## src/rtl/pp_stream_pkg.sv

```systemverilog
// Shared types and helpers for the ping-pong stream merger.
// Latency: n/a (declarations only).
// Backpressure: n/a.
//   state_t   : which input the merger is currently draining
//   cnt_width : counter width for a modulus-n counter (minimum 1 bit)
package pp_stream_pkg;

  typedef enum logic [0:0] {
    S_IN1 = 1'b0,
    S_IN2 = 1'b1
  } state_t;

  function automatic int cnt_width(input int n);
    return (n > 1) ? $clog2(n) : 1;
  endfunction

endpackage

```

## src/rtl/pp_stream_merger_if.sv

```systemverilog
// AXI-stream style bundle: data, valid/ready handshake, packet-last and frame-start flags.
// Latency: n/a (wires only).
// Backpressure: tready from the slave side; master holds payload while tvalid && !tready.
//   master : drives tdata/tvalid/tlast/tuser, samples tready
//   slave  : samples tdata/tvalid/tlast/tuser, drives tready
interface pp_stream_merger_if #(
  parameter int DW = 128
) ();

  logic [DW-1:0] tdata;
  logic          tvalid;
  logic          tready;
  logic          tlast;
  logic          tuser;

  modport master (output tdata, output tvalid, output tlast, output tuser, input tready);
  modport slave  (input tdata, input tvalid, input tlast, input tuser, output tready);

endinterface

```

## src/rtl/axis_skid_buffer.sv

```systemverilog
// Two-entry skid buffer; an empty buffer passes the upstream beat straight through.
// Latency: 0 cycles when empty, otherwise beats leave in arrival order.
// Backpressure: up_ready is registered and low only while both entries are occupied.
//   clk, resetn          : clock, synchronous active-low reset
//   up_data/valid/ready  : upstream side
//   dn_data/valid/ready  : downstream side (dn_valid may depend on up_valid combinationally)
module axis_skid_buffer #(
  parameter int DW = 128
) (
  input  logic          clk,
  input  logic          resetn,
  input  logic [DW-1:0] up_data,
  input  logic          up_valid,
  output logic          up_ready,
  output logic [DW-1:0] dn_data,
  output logic          dn_valid,
  input  logic          dn_ready
);

  logic [DW-1:0] mem [2];
  logic [1:0]    cnt;
  logic [1:0]    cnt_nxt;
  logic          wr_ptr;
  logic          rd_ptr;
  logic          ready_q;
  logic          push;
  logic          pop;
  logic          empty;
  logic          bypass;

  assign up_ready = ready_q;
  assign push     = up_valid && ready_q;
  assign empty    = (cnt == 2'd0);
  assign dn_valid = empty ? push : 1'b1;
  assign dn_data  = empty ? up_data : mem[rd_ptr];
  assign pop      = dn_valid && dn_ready;
  // A beat that arrives into an empty buffer and leaves the same cycle is never stored.
  assign bypass   = empty && push && pop;
  assign cnt_nxt  = cnt + 2'(push) - 2'(pop);

  always_ff @(posedge clk) begin
    if (!resetn) begin
      cnt     <= 2'd0;
      wr_ptr  <= 1'b0;
      rd_ptr  <= 1'b0;
      ready_q <= 1'b0;
    end else begin
      cnt     <= cnt_nxt;
      ready_q <= (cnt_nxt != 2'd2);
      if (push && !bypass) wr_ptr <= ~wr_ptr;
      if (pop && !empty)   rd_ptr <= ~rd_ptr;
    end
  end

  always_ff @(posedge clk) begin
    if (push && !bypass) mem[wr_ptr] <= up_data;
  end

endmodule

```

## src/rtl/pp_stream_merger.sv

```systemverilog
// Merges two streams in ping-pong order (PP_GROUP packets of PACKET_SIZE beats each), adds tlast/tuser, counts frames.
// Latency: 1 cycle from input accept to axis_out.tvalid; 1 beat/cycle sustained.
// Backpressure: output register stalls on !tready; each input has a 2-entry skid, the idle input fills then stalls.
//   clk, resetn  : clock, synchronous active-low reset
//   axis_in1/2   : input streams (tlast/tuser ignored)
//   axis_out     : merged stream, tlast = last beat of packet, tuser = first beat of frame
//   frame_count  : completed output frames, wraps at 2^32
module pp_stream_merger
  import pp_stream_pkg::*;
#(
  parameter int DW          = 128,
  parameter int PP_GROUP    = 2,
  parameter int PACKET_SIZE = 2,
  parameter int FRAME_SIZE  = 256
) (
  input  logic               clk,
  input  logic               resetn,
  pp_stream_merger_if.slave  axis_in1,
  pp_stream_merger_if.slave  axis_in2,
  pp_stream_merger_if.master axis_out,
  output logic [31:0]        frame_count
);

  if (PACKET_SIZE < 1 || PP_GROUP < 1 || FRAME_SIZE < 1) begin : g_bad_range
    $error("pp_stream_merger: PACKET_SIZE, PP_GROUP and FRAME_SIZE must all be >= 1");
  end else if (FRAME_SIZE % PACKET_SIZE != 0) begin : g_bad_frame
    $error("pp_stream_merger: FRAME_SIZE must be a multiple of PACKET_SIZE");
  end

  localparam int BW = cnt_width(PACKET_SIZE);
  localparam int PW = cnt_width(PP_GROUP);
  localparam int FW = cnt_width(FRAME_SIZE);
  localparam logic [BW-1:0] BEAT_MAX  = BW'(PACKET_SIZE - 1);
  localparam logic [PW-1:0] PKT_MAX   = PW'(PP_GROUP - 1);
  localparam logic [FW-1:0] FRAME_MAX = FW'(FRAME_SIZE - 1);

  logic [DW-1:0] b1_data, b2_data, sel_data;
  logic          b1_valid, b2_valid, b1_ready, b2_ready, sel_valid;
  logic          load, xfer;
  state_t        state, state_nxt, sel;

  logic [BW-1:0] beat_cnt;
  logic [PW-1:0] pkt_cnt;
  logic [FW-1:0] frame_beat;
  logic          beat_last, pkt_last, frame_last;

  logic [DW-1:0] out_data;
  logic          out_valid, out_last, out_user;
  logic          out_eof;      // beat in the output register closes a frame
  logic          out_grp_end;  // beat in the output register closes a ping-pong group
  logic [31:0]   frame_cnt_q;

  axis_skid_buffer #(.DW(DW)) u_skid_in1 (
    .clk      (clk),
    .resetn   (resetn),
    .up_data  (axis_in1.tdata),
    .up_valid (axis_in1.tvalid),
    .up_ready (axis_in1.tready),
    .dn_data  (b1_data),
    .dn_valid (b1_valid),
    .dn_ready (b1_ready)
  );

  axis_skid_buffer #(.DW(DW)) u_skid_in2 (
    .clk      (clk),
    .resetn   (resetn),
    .up_data  (axis_in2.tdata),
    .up_valid (axis_in2.tvalid),
    .up_ready (axis_in2.tready),
    .dn_data  (b2_data),
    .dn_valid (b2_valid),
    .dn_ready (b2_ready)
  );

  assign beat_last  = (beat_cnt == BEAT_MAX);
  assign pkt_last   = (pkt_cnt == PKT_MAX);
  assign frame_last = (frame_beat == FRAME_MAX);
  assign xfer       = out_valid && axis_out.tready;

  always_ff @(posedge clk) begin
    if (!resetn) state <= S_IN1;
    else         state <= state_nxt;
  end

  // The state flips when the group-closing beat leaves the output register, but once
  // that beat is loaded the next load must already come from the other input, so the
  // load select looks one beat ahead of the state register.
  always_comb begin
    state_nxt = state;
    sel       = state;
    if (out_valid && out_grp_end) sel = (state == S_IN1) ? S_IN2 : S_IN1;
    if (xfer && out_grp_end) state_nxt = sel;
  end

  always_comb begin
    sel_valid = (sel == S_IN1) ? b1_valid : b2_valid;
    sel_data  = (sel == S_IN1) ? b1_data  : b2_data;
    load      = sel_valid && (!out_valid || axis_out.tready);
    b1_ready  = load && (sel == S_IN1);
    b2_ready  = load && (sel == S_IN2);
  end

  always_ff @(posedge clk) begin
    if (!resetn) begin
      beat_cnt   <= '0;
      pkt_cnt    <= '0;
      frame_beat <= '0;
    end else if (load) begin
      beat_cnt   <= beat_last ? '0 : beat_cnt + 1'b1;
      frame_beat <= frame_last ? '0 : frame_beat + 1'b1;
      if (beat_last) pkt_cnt <= pkt_last ? '0 : pkt_cnt + 1'b1;
    end
  end

  always_ff @(posedge clk) begin
    if (!resetn) begin
      out_data    <= '0;
      out_valid   <= 1'b0;
      out_last    <= 1'b0;
      out_user    <= 1'b0;
      out_eof     <= 1'b0;
      out_grp_end <= 1'b0;
    end else if (load) begin
      out_data    <= sel_data;
      out_valid   <= 1'b1;
      out_last    <= beat_last;
      out_user    <= (frame_beat == '0);
      out_eof     <= frame_last;
      out_grp_end <= beat_last && pkt_last;
    end else if (axis_out.tready) begin
      out_valid   <= 1'b0;
    end
  end

  always_ff @(posedge clk) begin
    if (!resetn)             frame_cnt_q <= 32'd0;
    else if (xfer && out_eof) frame_cnt_q <= frame_cnt_q + 32'd1;
  end

  assign axis_out.tdata  = out_data;
  assign axis_out.tvalid = out_valid;
  assign axis_out.tlast  = out_last;
  assign axis_out.tuser  = out_user;
  assign frame_count     = frame_cnt_q;

endmodule

```

## src/flat_wrapper.sv

```systemverilog
// flat-port wrapper written by rule: the top's interface ports become plain ports
module pp_stream_merger_flat import pp_stream_pkg::*;
#(
  parameter int DW          = 128,
  parameter int PP_GROUP    = 2,
  parameter int PACKET_SIZE = 2,
  parameter int FRAME_SIZE  = 256
)
  (clk, resetn, frame_count, axis_in1_tdata, axis_in1_tvalid, axis_in1_tlast, axis_in1_tuser, axis_in1_tready, axis_in2_tdata, axis_in2_tvalid, axis_in2_tlast, axis_in2_tuser, axis_in2_tready, axis_out_tdata, axis_out_tvalid, axis_out_tlast, axis_out_tuser, axis_out_tready);
  pp_stream_merger_if #(.DW(DW)) axis_in1_i ();
  pp_stream_merger_if #(.DW(DW)) axis_in2_i ();
  pp_stream_merger_if #(.DW(DW)) axis_out_i ();
  input  logic clk;
  input  logic resetn;
  output logic [31:0] frame_count;
  input wire logic [$bits(axis_in1_i.tdata)-1:0] axis_in1_tdata;
  input wire logic [$bits(axis_in1_i.tvalid)-1:0] axis_in1_tvalid;
  input wire logic [$bits(axis_in1_i.tlast)-1:0] axis_in1_tlast;
  input wire logic [$bits(axis_in1_i.tuser)-1:0] axis_in1_tuser;
  output wire logic [$bits(axis_in1_i.tready)-1:0] axis_in1_tready;
  input wire logic [$bits(axis_in2_i.tdata)-1:0] axis_in2_tdata;
  input wire logic [$bits(axis_in2_i.tvalid)-1:0] axis_in2_tvalid;
  input wire logic [$bits(axis_in2_i.tlast)-1:0] axis_in2_tlast;
  input wire logic [$bits(axis_in2_i.tuser)-1:0] axis_in2_tuser;
  output wire logic [$bits(axis_in2_i.tready)-1:0] axis_in2_tready;
  output wire logic [$bits(axis_out_i.tdata)-1:0] axis_out_tdata;
  output wire logic [$bits(axis_out_i.tvalid)-1:0] axis_out_tvalid;
  output wire logic [$bits(axis_out_i.tlast)-1:0] axis_out_tlast;
  output wire logic [$bits(axis_out_i.tuser)-1:0] axis_out_tuser;
  input wire logic [$bits(axis_out_i.tready)-1:0] axis_out_tready;
  assign axis_in1_i.tdata = axis_in1_tdata;
  assign axis_in1_i.tvalid = axis_in1_tvalid;
  assign axis_in1_i.tlast = axis_in1_tlast;
  assign axis_in1_i.tuser = axis_in1_tuser;
  assign axis_in1_tready = axis_in1_i.tready;
  assign axis_in2_i.tdata = axis_in2_tdata;
  assign axis_in2_i.tvalid = axis_in2_tvalid;
  assign axis_in2_i.tlast = axis_in2_tlast;
  assign axis_in2_i.tuser = axis_in2_tuser;
  assign axis_in2_tready = axis_in2_i.tready;
  assign axis_out_tdata = axis_out_i.tdata;
  assign axis_out_tvalid = axis_out_i.tvalid;
  assign axis_out_tlast = axis_out_i.tlast;
  assign axis_out_tuser = axis_out_i.tuser;
  assign axis_out_i.tready = axis_out_tready;
  pp_stream_merger #(.DW(DW), .PP_GROUP(PP_GROUP), .PACKET_SIZE(PACKET_SIZE), .FRAME_SIZE(FRAME_SIZE)) u_core (.clk(clk), .resetn(resetn), .axis_in1(axis_in1_i), .axis_in2(axis_in2_i), .axis_out(axis_out_i), .frame_count(frame_count));
endmodule
```

## config.mk

```make
export PLATFORM = sky130hd
export DESIGN_NAME = pp_stream_merger_flat
export DESIGN_NICKNAME = d
export VERILOG_FILES = /design/src/rtl/pp_stream_pkg.sv /design/src/rtl/pp_stream_merger_if.sv /design/src/rtl/axis_skid_buffer.sv /design/src/rtl/pp_stream_merger.sv /design/src/flat_wrapper.sv
export SDC_FILE = /design/constraint.sdc
export NUM_CORES = 1
export LEC_CHECK = 0
export ABC_AREA = 1
export CAP_MARGIN = 20
export CORE_ASPECT_RATIO = 0.9
export CORE_UTILIZATION = 50
export DETAILED_ROUTE_END_ITERATION = 16
export PLACE_DENSITY = 0.8
export REMOVE_ABC_BUFFERS = 1
export SLEW_MARGIN = 10
export SYNTH_ARGS = -nofsm -noshare
export SYNTH_HDL_FRONTEND = slang
export SYNTH_SLANG_ARGS = --single-unit
```

## constraint.sdc

```tcl
create_clock -name clk -period 9.2 [get_ports clk]
set_clock_uncertainty 0.15 [all_clocks]
set_input_delay 2.3 -clock clk [delete_from_list [all_inputs] [get_ports clk]]
set_output_delay 2.3 -clock clk [all_outputs]
set_load 0.1 [all_outputs]
```

==> out/qor.txt, run 1 <==
Status: completed
Worst setup EP type: register
Top delay family on crit path: buffers and inverters
Post-Place Worst Slack: 3.34 ns
Min-delay src: u_core.axis_out.tdata[45]$_SDFFE_PN0N_
Grt peak-use layer: met2
Count of cell types in the netlist: 33
Top cells excl fill/tap: nand2_1 (1298), edfxtp_1 (512), clkdlybuf4s50_1 (425)
Max-slew headroom: 23.8%
Unrepaired setup endpoints after global routing: no
Placed Area: 35300 um2
Yosys Instances: 3356
Clk slew on worst S/H paths: 0.06 ns
Logic area: 9560 um2
Yosys Chip Area: 30800 um2
Routed Antenna Nets: 0
Sink Count: 700
Met2 WL post-DR: 39400 um
Switching Fraction: 42.5%
Final setup fails: 0
Fin crit share: 57.2%
Reg power frac: 35.6%
Placed cells: 4395
Layout cell share with drive strength beyond 1: 4.03%
Most common logic cell in the routed design: nand2_1
Int Power: 6750 uW
Post-CTS Resized: 0
Peak Freq: 0.190 GHz
Combinational share of cell area: 25.3%
Max cap viols: 0
GR Overflow Total: 0
Logic power comb: 4640 uW
Post-Layout Inst Area: 37700 um2
Met3 wire len: 5890 um
P_sw: 4990 uW
Layout clock area frac: 6.32%
Critical path buffers and inverters: 4
Dpl hpwl: 47000 um
Clk power: 2930 uW
Antenna Cells: 5
[run 1: stage by stage]
stage	power [uW]	hold WS (ns)
after floorplan	7580	0.296
after global placement	8800	0.300
after detailed placement	8870	0.305
after CTS	11800	0.314
after global routing	12300	0.324
final	11700	0.312
[run 1: cell usage after synthesis]
cell type,instances
nor3b_1,2
nor3_1,9
o21ai_0,298
nor2_2,3
a211oi_1,1
buf_1,2
nand2_1,1298
a21oi_1,164
nand4_1,7
a21boi_0,126
clkbuf_1,91
buf_6,4
inv_1,309
buf_4,42
ha_1,7
a21boi_1,2
nand3b_1,1
dfxtp_1,188
nand3_1,23
xnor2_1,4
xor2_1,8
or2_1,1
inv_2,3
edfxtp_1,512
a21o_1,1
o21bai_1,2
nor2_1,85
o21ai_1,100
nor4_1,4
o21ai_2,1
buf_2,54
o21a_1,1
nand2_2,3
**Run 1: the metal 1 layer**

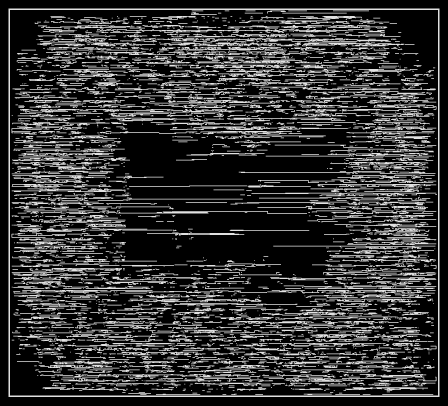
The layer carries 34.4 mm of wire. The layer holds 42% of the routed length. 3692 nets have wire on it. The longest straight run is 94.3 um.
DR vias: 23755
global-route met1 utilization: 33.5%
wirelength, routed: 81600 um

**Run 1: met2 routing**

Bar = 100 um. Cells faint in the background.
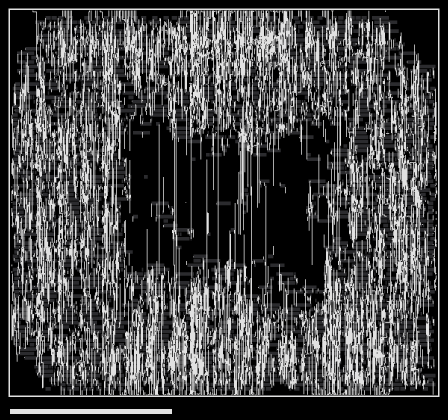
The longest straight run is 103 um. The wires run mostly vertical. The layer carries 39.4 mm of wire. 2862 nets have wire on it.
routing usage on met2: 43.6%

**Run 1: metal 3**

Bar = 100 um.
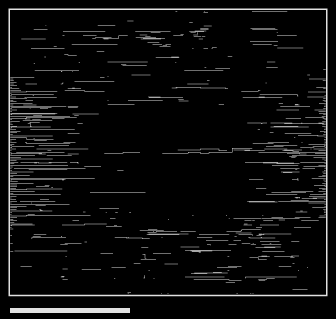
The layer holds 7.2% of the routed length. The longest straight run is 70.2 um.
global-route track usage on met3: 5.07%

**Run 1: met4 routing**

Cells faint in the background.
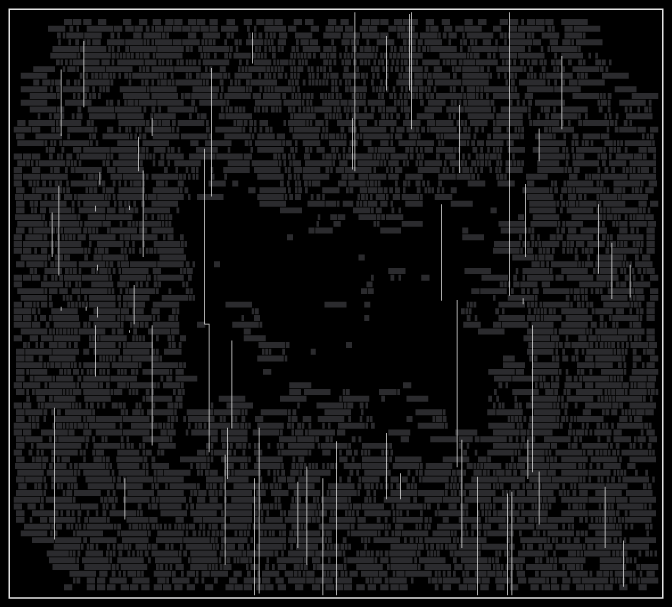
The layer holds 2.2% of the routed length. The longest straight run is 114 um. 36 nets have wire on it. The layer carries 1830 um of wire.

==> inputs of run 2 (changes only) <==
- clock period: 9.2 -> 4.2 ns (I/O delays scaled with it)
==> run 2 against run 1 <==
  * Synthesized cell count is the same
  * Area after synthesis is the same
  * Core utilization grew 0.61 points
  * Critical path type is now register to output pin
  * Largest cell class unchanged
  * Highest routed layer unchanged
==> out/qor.txt, run 2 <==
Sink Count: 700 (unchanged)
Post-CTS Resized: 0 (unchanged)
Post-Route Setup TNS: 0 ns
Met3 wire len: 6290 um (+6.7%)
Clock share of power: 24.5%
Reg power frac: 35.3% (-0.3 points)
Final setup fails: 0 (unchanged)
Clk slew on worst S/H paths: 0.06 ns (about the same)
WHS: 0.311 ns (-0.000762 ns)
Max cap viols: 0 (unchanged)
CTS Hold Buffers Added: 0
Clk power: 6320 uW (+120%)
Top cells excl fill/tap: nand2_1 (1298), edfxtp_1 (512), clkdlybuf4s50_1 (424)
Yosys Instances: 3356 (unchanged)
Yosys Chip Area: 30800 um2 (unchanged)
Routed Antenna Nets: 0 (unchanged)
Asr flop ratio synth: 0% (unchanged)
Logic power comb: 10400 uW (+120%)
Comb pwr share: 40.2%
Placed cells: 4415 (+0.46%)
Gr usage total: 25.5%
Largest net degree at the start of global routing: 141
Critical path buffers and inverters: 1 (-3)
Post-Layout Inst Area: 38100 um2 (+0.97%)
Synth top cells by count: nand2_1 (1298), edfxtp_1 (512), inv_1 (309), o21ai_0 (298), dfxtp_1 (188)
Count of cell types in the netlist: 33 (unchanged)
Final min period: 3.45 ns
Top delay family on crit path: buffers and inverters
Overall power: 25800 uW (+120%)
Most frequent cell after synthesis: nand2_1
Placed Area: 35700 um2 (+1.2%)
P_sw: 10900 uW (+120%)
Number of enable flip-flop cells: 512 (unchanged)
Die outline width: 264 um
Post-Place Worst Slack: 0.622 ns (-2.72 ns)
Layout cell share with drive strength beyond 1: 4.55% (+0.51 points)
Unrepaired setup endpoints after global routing: no
Status: completed
Dominant flop cell: edfxtp_1
GR Overflow Total: 0 (unchanged)
Slew of the pin with the lowest slew margin: 1.10 ns
Int Power: 14900 uW (+120%)
Switching Fraction: 42.1% (-0.39 points)
Peak Freq: 0.290 GHz
Insertion delay to the later sink of the worst-skew pair: 0.59 ns
Fin crit share: 82.1%
Met2 WL post-DR: 39100 um (-0.84%)
Min-delay src: u_core.axis_out.tdata[27]$_SDFFE_PN0N_
-- run 2: cell counts after synthesis --
No cell type changed its count.
-- run 2: cell type report --
class	instances	area [um2]	share of cell area (%)
Inverter	312	1190	3.12
Timing Repair Buffer	469	4860	12.8
Clock inverter	35	349	0.917
Sequential cell	700	19100	50.3
Multi-Input combinational cell	2151	9560	25.1
Antenna cell	8	20.0	0.0526
Clock buffer	95	1970	5.17
Tap cell	783	980	2.57
-- run 2: kinds of logic (layout without fill, tap and decap cells) --
group / Yosys count / in the layout / synth area share [%]
AND-OR/OR-AND: 696 / 696 / 12.4
AND/OR/NAND/NOR: 1436 / 1436 / 17.8
other: 0 / 8 / 0
XOR/XNOR: 12 / 12 / 0.341
buffers and inverters: 505 / 911 / 6.99
flip-flops: 700 / 700 / 62.2
adder cells (fa/ha/maj): 7 / 7 / 0.284
**Run 2: routing congestion map**

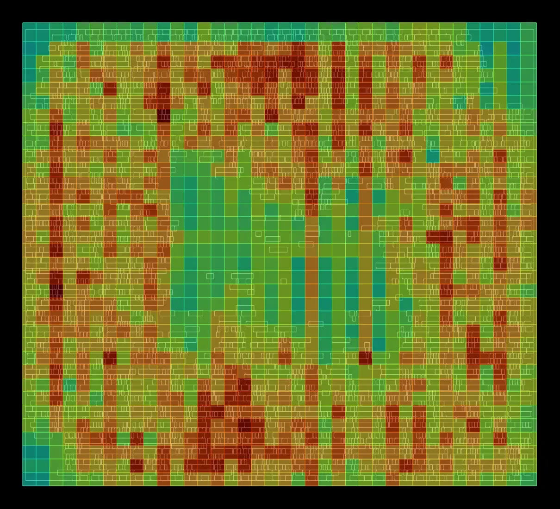
routed length per instance: 17.9 um
routing usage on met2: 43.1%
grt peak-use layer: met2
global-route met1 utilization: 31.9%
global-route track usage on met3: 5.87%

**Run 2: met2 routing**

Bar = 100 um. Cells faint in the background.
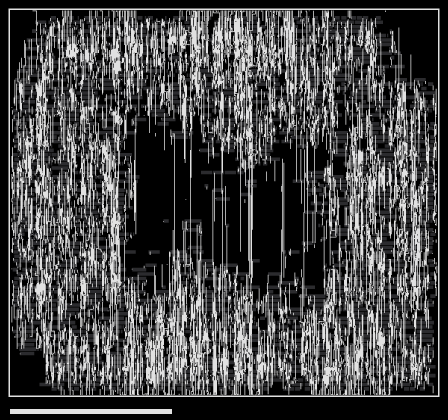
The longest straight run is 97.6 um. The layer carries 39.1 mm of wire. The wires run mostly vertical. 2961 nets have wire on it.
wirelength, routed: 81300 um
DR vias: 23901

**Run 2: met4 routing**

Cells faint in the background.
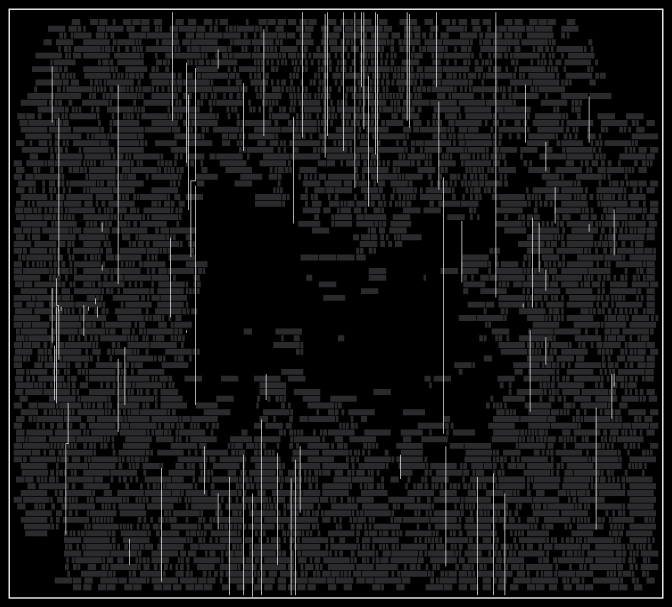
The wires run mostly vertical. The layer holds 3.4% of the routed length. 55 nets have wire on it.

Power is estimated from default activity; no workload was simulated.
